===== src/rtl/pdm_decimator_mc_if.sv =====
// PCM output stream of the PDM decimator: data/valid from producer,
// ready from consumer.
interface pdm_decimator_mc_if #(
  parameter int CHANNELS = 2,
  parameter int CNT_W    = 8
);
  logic [CHANNELS*CNT_W-1:0] pcm_data;
  logic                      pcm_valid;
  logic                      pcm_ready;

  modport master (
    output pcm_data,
    output pcm_valid,
    input  pcm_ready
  );

  modport slave (
    input  pcm_data,
    input  pcm_valid,
    output pcm_ready
  );
endinterface


===== src/rtl/pdm_decimator_mc.sv =====
// Multi-channel PDM-to-PCM ones-count decimator with valid/ready output.
// Optional sticky overrun flag enabled by macro PDM_DEC_OVERRUN_EN.
module pdm_decimator_mc #(
  parameter int CHANNELS = 2,
  parameter int CNT_W    = 8
) (
  input  logic                clk,
  input  logic                rst_n,
  input  logic                enable,
  input  logic [CNT_W-1:0]    decimation_ratio,
  input  logic [CHANNELS-1:0] pdm_in,
  pdm_decimator_mc_if.master  pcm,
  output logic                dec_clk,
  output logic                overrun
);

  localparam logic [CNT_W-1:0] ONE = {{(CNT_W-1){1'b0}}, 1'b1};

  logic [CNT_W-1:0] r_q, r_d;
  logic [CNT_W-1:0] cnt_q, cnt_d;
  logic [CHANNELS-1:0][CNT_W-1:0] acc_q, acc_d;
  logic [CHANNELS-1:0][CNT_W-1:0] data_q, data_d;
  logic valid_q, valid_d;
  logic dclk_q, dclk_d;
  logic [CNT_W-1:0] ratio_eff;
  logic boundary;

  assign ratio_eff = (decimation_ratio == '0) ? ONE
                                              : decimation_ratio;

  // >= so a ratio shrunk under the counter closes at once
  assign boundary = enable && (cnt_q >= r_q - ONE);

  always_comb begin
    r_d     = r_q;
    cnt_d   = cnt_q;
    acc_d   = acc_q;
    data_d  = data_q;
    valid_d = valid_q;
    dclk_d  = dclk_q;
    if (enable) begin
      cnt_d = boundary ? '0 : cnt_q + ONE;
      for (int k = 0; k < CHANNELS; k++) begin
        acc_d[k] = acc_q[k] + {{(CNT_W-1){1'b0}}, pdm_in[k]};
        if (boundary) begin
          data_d[k] = acc_d[k];
          acc_d[k]  = '0;
        end
      end
    end
    if (boundary || !enable) r_d = ratio_eff;
    if (boundary) begin
      valid_d = 1'b1;
      dclk_d  = ~dclk_q;
    end else if (valid_q && pcm.pcm_ready) begin
      valid_d = 1'b0;
    end
  end

  always_ff @(posedge clk or negedge rst_n) begin
    if (!rst_n) begin
      r_q     <= ONE;
      cnt_q   <= '0;
      acc_q   <= '0;
      data_q  <= '0;
      valid_q <= 1'b0;
      dclk_q  <= 1'b0;
    end else begin
      r_q     <= r_d;
      cnt_q   <= cnt_d;
      acc_q   <= acc_d;
      data_q  <= data_d;
      valid_q <= valid_d;
      dclk_q  <= dclk_d;
    end
  end

  assign pcm.pcm_data  = data_q;
  assign pcm.pcm_valid = valid_q;
  assign dec_clk       = dclk_q;

`ifdef PDM_DEC_OVERRUN_EN
  logic ovr_q;

  always_ff @(posedge clk or negedge rst_n) begin
    if (!rst_n) begin
      ovr_q <= 1'b0;
    end else if (boundary && valid_q && !pcm.pcm_ready) begin
      ovr_q <= 1'b1;
    end
  end

  assign overrun = ovr_q;
`else
  assign overrun = 1'b0;
`endif

endmodule


===== src/flat_wrapper.sv =====
// flat-port wrapper written by rule: the top's interface ports become plain ports
module pdm_decimator_mc_flat 
#(
  parameter int CHANNELS = 2,
  parameter int CNT_W    = 8
)
  (clk, rst_n, enable, decimation_ratio, pdm_in, dec_clk, overrun, pcm_pcm_data, pcm_pcm_valid, pcm_pcm_ready);
  pdm_decimator_mc_if #(.CHANNELS(CHANNELS), .CNT_W(CNT_W)) pcm_i ();
  input  logic clk;
  input  logic rst_n;
  input  logic enable;
  input  logic [CNT_W-1:0] decimation_ratio;
  input  logic [CHANNELS-1:0] pdm_in;
  output logic dec_clk;
  output logic overrun;
  output wire logic [$bits(pcm_i.pcm_data)-1:0] pcm_pcm_data;
  output wire logic [$bits(pcm_i.pcm_valid)-1:0] pcm_pcm_valid;
  input wire logic [$bits(pcm_i.pcm_ready)-1:0] pcm_pcm_ready;
  assign pcm_pcm_data = pcm_i.pcm_data;
  assign pcm_pcm_valid = pcm_i.pcm_valid;
  assign pcm_i.pcm_ready = pcm_pcm_ready;
  pdm_decimator_mc #(.CHANNELS(CHANNELS), .CNT_W(CNT_W)) u_core (.clk(clk), .rst_n(rst_n), .enable(enable), .decimation_ratio(decimation_ratio), .pdm_in(pdm_in), .pcm(pcm_i), .dec_clk(dec_clk), .overrun(overrun));
endmodule

===== config.mk =====
export PLATFORM = sky130hd
export DESIGN_NAME = pdm_decimator_mc_flat
export DESIGN_NICKNAME = d
export VERILOG_FILES = /design/src/rtl/pdm_decimator_mc_if.sv /design/src/rtl/pdm_decimator_mc.sv /design/src/flat_wrapper.sv
export SDC_FILE = /design/constraint.sdc
export NUM_CORES = 1
export LEC_CHECK = 0
export CORE_ASPECT_RATIO = 1.75
export CORE_MARGIN = 2
export CORE_UTILIZATION = 55
export DETAILED_ROUTE_END_ITERATION = 10
export PLACE_DENSITY = 0.79
export SKIP_CTS_REPAIR_TIMING = 1
export SYNTH_ARGS = -nofsm -noshare
export SYNTH_HDL_FRONTEND = slang
export SYNTH_SLANG_ARGS = --single-unit

===== constraint.sdc =====
create_clock -name clk -period 3.9 [get_ports clk]
set_input_delay 0.585 -clock clk [delete_from_list [all_inputs] [get_ports clk]]
set_output_delay 0.585 -clock clk [all_outputs]
set_load 0.03 [all_outputs]

==> flow_results.xml <==
<?xml version="1.0" encoding="UTF-8"?>
<metrics>
  <group name="routing">
    <metric name="viasPerCell" unit="">5.805</metric>
    <metric name="drc_violation_count_after_routing" unit="">0</metric>
    <metric name="detailroute.via_count" unit="">1933</metric>
    <metric name="post_detailed_route_count_of_antenna_violating_nets" unit="">0</metric>
    <metric name="postRouteWirelength" unit="mm">5.237</metric>
  </group>
  <group name="run">
    <metric name="stage_log_warnings" unit="">26</metric>
  </group>
  <group name="final_layout">
    <metric name="register_area" unit="sq um">1252</metric>
    <metric name="post-route-cell-area" unit="sq um">3047</metric>
    <metric name="proportion_of_cell_area_occupied_by_multi_input_gates" unit="">0.4201</metric>
    <metric name="drive_gt1_frac" unit="">0.09964</metric>
    <metric name="clk_share" unit="">0.02628</metric>
    <metric name="n_antenna_cell" unit="">0</metric>
    <metric name="seq_cell_count" unit="">50</metric>
  </group>
  <group name="clock_tree">
    <metric name="ctsHtreeMaxLevel" unit="">2</metric>
    <metric name="clock_sinks" unit="">50</metric>
    <metric name="path_clk_slew" unit="ns">0.09</metric>
    <metric name="tritoncts" unit="">built</metric>
  </group>
  <group name="place">
    <metric name="place_hpwl" unit="mm">3.799</metric>
    <metric name="placedInstanceArea" unit="sq um">2967</metric>
    <metric name="dp.cells" unit="">325</metric>
  </group>
  <group name="status">
    <metric name="status" unit="">complete, no violations</metric>
  </group>
  <group name="sta">
    <metric name="final_min_period" unit="ns">3.108</metric>
    <metric name="worst_slew_margin_rel" unit="">0.2618</metric>
    <metric name="finalMaxSlewViolations" unit="">0</metric>
    <metric name="setup_violations" unit="">0</metric>
    <metric name="maxClockFrequency" unit="GHz">0.3217</metric>
    <metric name="fin_tns_setup" unit="ns">0</metric>
  </group>
  <group name="pwr">
    <metric name="p_total" unit="uW">2271</metric>
    <metric name="power.density_cell_area" unit="nW/um^2">745.3</metric>
    <metric name="power.share.clock" unit="">0.130</metric>
    <metric name="vdd.ir_drop.worst" unit="mV">0.5611</metric>
  </group>
  <group name="logic_synthesis">
    <metric name="topCellsByArea" unit="">sky130_fd_sc_hd__dfrtp_1, sky130_fd_sc_hd__ha_1, sky130_fd_sc_hd__a21oi_1</metric>
    <metric name="yosys-stat-cells" unit="">249</metric>
    <metric name="synth_top_area_share" unit="">0.4658</metric>
    <metric name="synth.lib_cells_used.distinct" unit="">42</metric>
    <metric name="ys_chip_area" unit="sq um">2633</metric>
  </group>
  <group name="global_route">
    <metric name="grt_antenna_before_repair" unit="">0</metric>
    <metric name="number_of_global_route_vias_before_repair" unit="">2020</metric>
  </group>
  <group name="setup_path">
    <metric name="cp_endpoint_kind" unit="">register</metric>
    <metric name="worst-setup-path-type" unit="">reg2reg</metric>
    <metric name="r2r_start" unit="">u_core.r_q[4]</metric>
    <metric name="crit_fanout" unit="">18</metric>
  </group>
</metrics>
## cell families after synthesis
logic type / after synthesis / synth area share
other: 1 / 0.001424
XOR/XNOR: 22 / 0.07320
flip-flops: 50 / 0.4758
AND-OR/OR-AND: 62 / 0.1640
buffers and inverters: 20 / 0.03802
multiplexers: 13 / 0.05608
AND/OR/NAND/NOR: 67 / 0.1250
adder cells (fa/ha/maj): 14 / 0.06654
## synthesized netlist by cell type (2+ instances only)
cell                        number
sky130_fd_sc_hd__dfrtp_1        49
sky130_fd_sc_hd__a21oi_1        26
sky130_fd_sc_hd__nand2_1        18
sky130_fd_sc_hd__ha_1           14
sky130_fd_sc_hd__xnor2_1        14
sky130_fd_sc_hd__nor2_1         13
sky130_fd_sc_hd__mux2_2         10
sky130_fd_sc_hd__nor3_1         10
sky130_fd_sc_hd__inv_1           9
sky130_fd_sc_hd__nand3_1         9
sky130_fd_sc_hd__o21ai_0         9
sky130_fd_sc_hd__xor2_1          8
sky130_fd_sc_hd__o2bb2ai_1       7
sky130_fd_sc_hd__clkbuf_1        5
sky130_fd_sc_hd__a211o_1         4
sky130_fd_sc_hd__a22o_1          4
sky130_fd_sc_hd__and3_1          4
sky130_fd_sc_hd__a21o_1          2
sky130_fd_sc_hd__a2bb2oi_1       2
sky130_fd_sc_hd__buf_2           2
sky130_fd_sc_hd__buf_4           2
sky130_fd_sc_hd__buf_6           2
sky130_fd_sc_hd__mux2i_1         2
sky130_fd_sc_hd__nor2b_1         2
sky130_fd_sc_hd__nor4_1          2
sky130_fd_sc_hd__o31ai_1         2
sky130_fd_sc_hd__or2_2           2
sky130_fd_sc_hd__or3_1           2
## routing by layer
layer / share of wire / vias to the layer above / wire length, microns / track usage
met5: 0 / - / 0 / 0
met4: 0.029 / 0 / 153 / 0.1071
met3: 0.031 / 12 / 163 / 0.03799
met2: 0.53 / 38 / 2799 / 0.4078
met1: 0.40 / 939 / 2120 / 0.2313
li1: - / 944 / - / -
## cells in the final DEF (no fill, tap or decap), types with 5 or more instances in the layout
cell | netlist | final
sky130_fd_sc_hd__mux2_2 | 10 | 10
sky130_fd_sc_hd__nor3_1 | 10 | 10
sky130_fd_sc_hd__inv_1 | 9 | 9
sky130_fd_sc_hd__clkbuf_8 | 0 | 5
sky130_fd_sc_hd__o21ai_0 | 9 | 9
sky130_fd_sc_hd__nand3_1 | 9 | 9
sky130_fd_sc_hd__xor2_1 | 8 | 8
sky130_fd_sc_hd__nor2_1 | 13 | 13
sky130_fd_sc_hd__ha_1 | 14 | 14
sky130_fd_sc_hd__xnor2_1 | 14 | 14
sky130_fd_sc_hd__o2bb2ai_1 | 7 | 7
sky130_fd_sc_hd__nand2_1 | 18 | 18
sky130_fd_sc_hd__a21oi_1 | 26 | 26
sky130_fd_sc_hd__dfrtp_1 | 49 | 49
sky130_fd_sc_hd__clkdlybuf4s50_1 | 0 | 30
## power by group through the flow
stage,Combinational [uW],Sequential (uW),Clock (uW)
3_3_place_gp,1050,903,0
5_1_grt,1190,936,318
3_5_place_dp,1090,912,0
2_1_floorplan,589,1050,0
6_report,1070,902,294
4_1_cts,1090,903,300
Local utilization:
The die is cut into 6 by 10 equal tiles; white is low, dark blue is high, 0 to 100% covered.
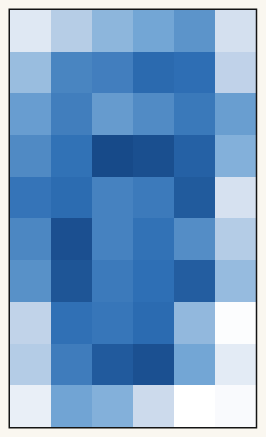
tiles over 75% full = 20%
emptiest ninth of the die = south-east
mean over tiles = 55%
nearly empty tiles = 3.3%
fullest tile = 90%
Core Region: 4666 sq um
post-route core utilization: 0.6530
starting density of the core: 0.5642

Clock network drawn from the DEF:
The bar under the picture is 20 microns long.
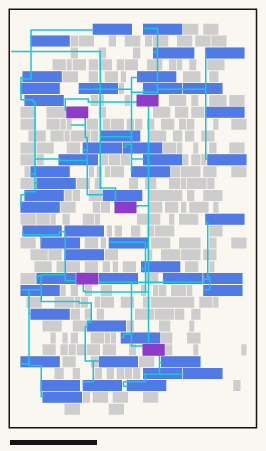
cells driving clock nets -> purple  # count 5
flip-flops -> blue  # count 50
clock wires -> cyan  # length 611 microns
routed clock nets = 6
reported clock group power: 294 uW
Final Skew: 0.007292 ns
clock latency on the worst-skew pair: 0.31 ns

Pin map:
Pins as bars across the die edge, other pins in gray.
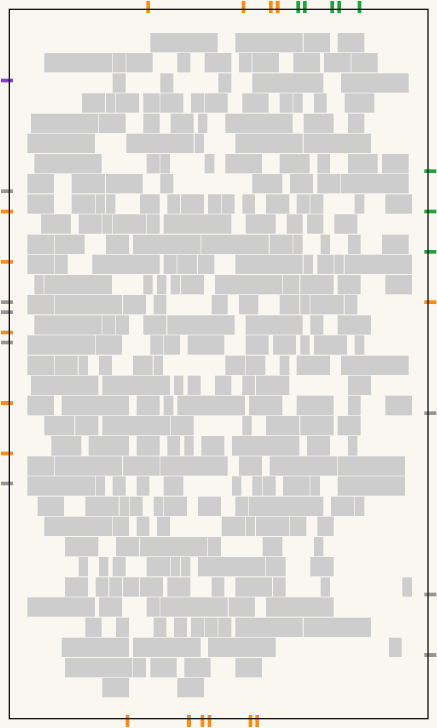
decimation_ratio -> green  # pins 8, direction input, edge 5 north, 3 east
clk -> purple  # pins 1, direction input, edge west
pcm_pcm_data -> orange  # pins 16, direction output, edge 6 south, 5 west, 4 north, 1 east
all pins by edge = 11 west, 9 north, 7 east, 6 south
Die Span Y: 95.52 microns
horizontal extent of the die: 56.30 microns
port buffer count: 31

Power is estimated from default activity; no workload was simulated.
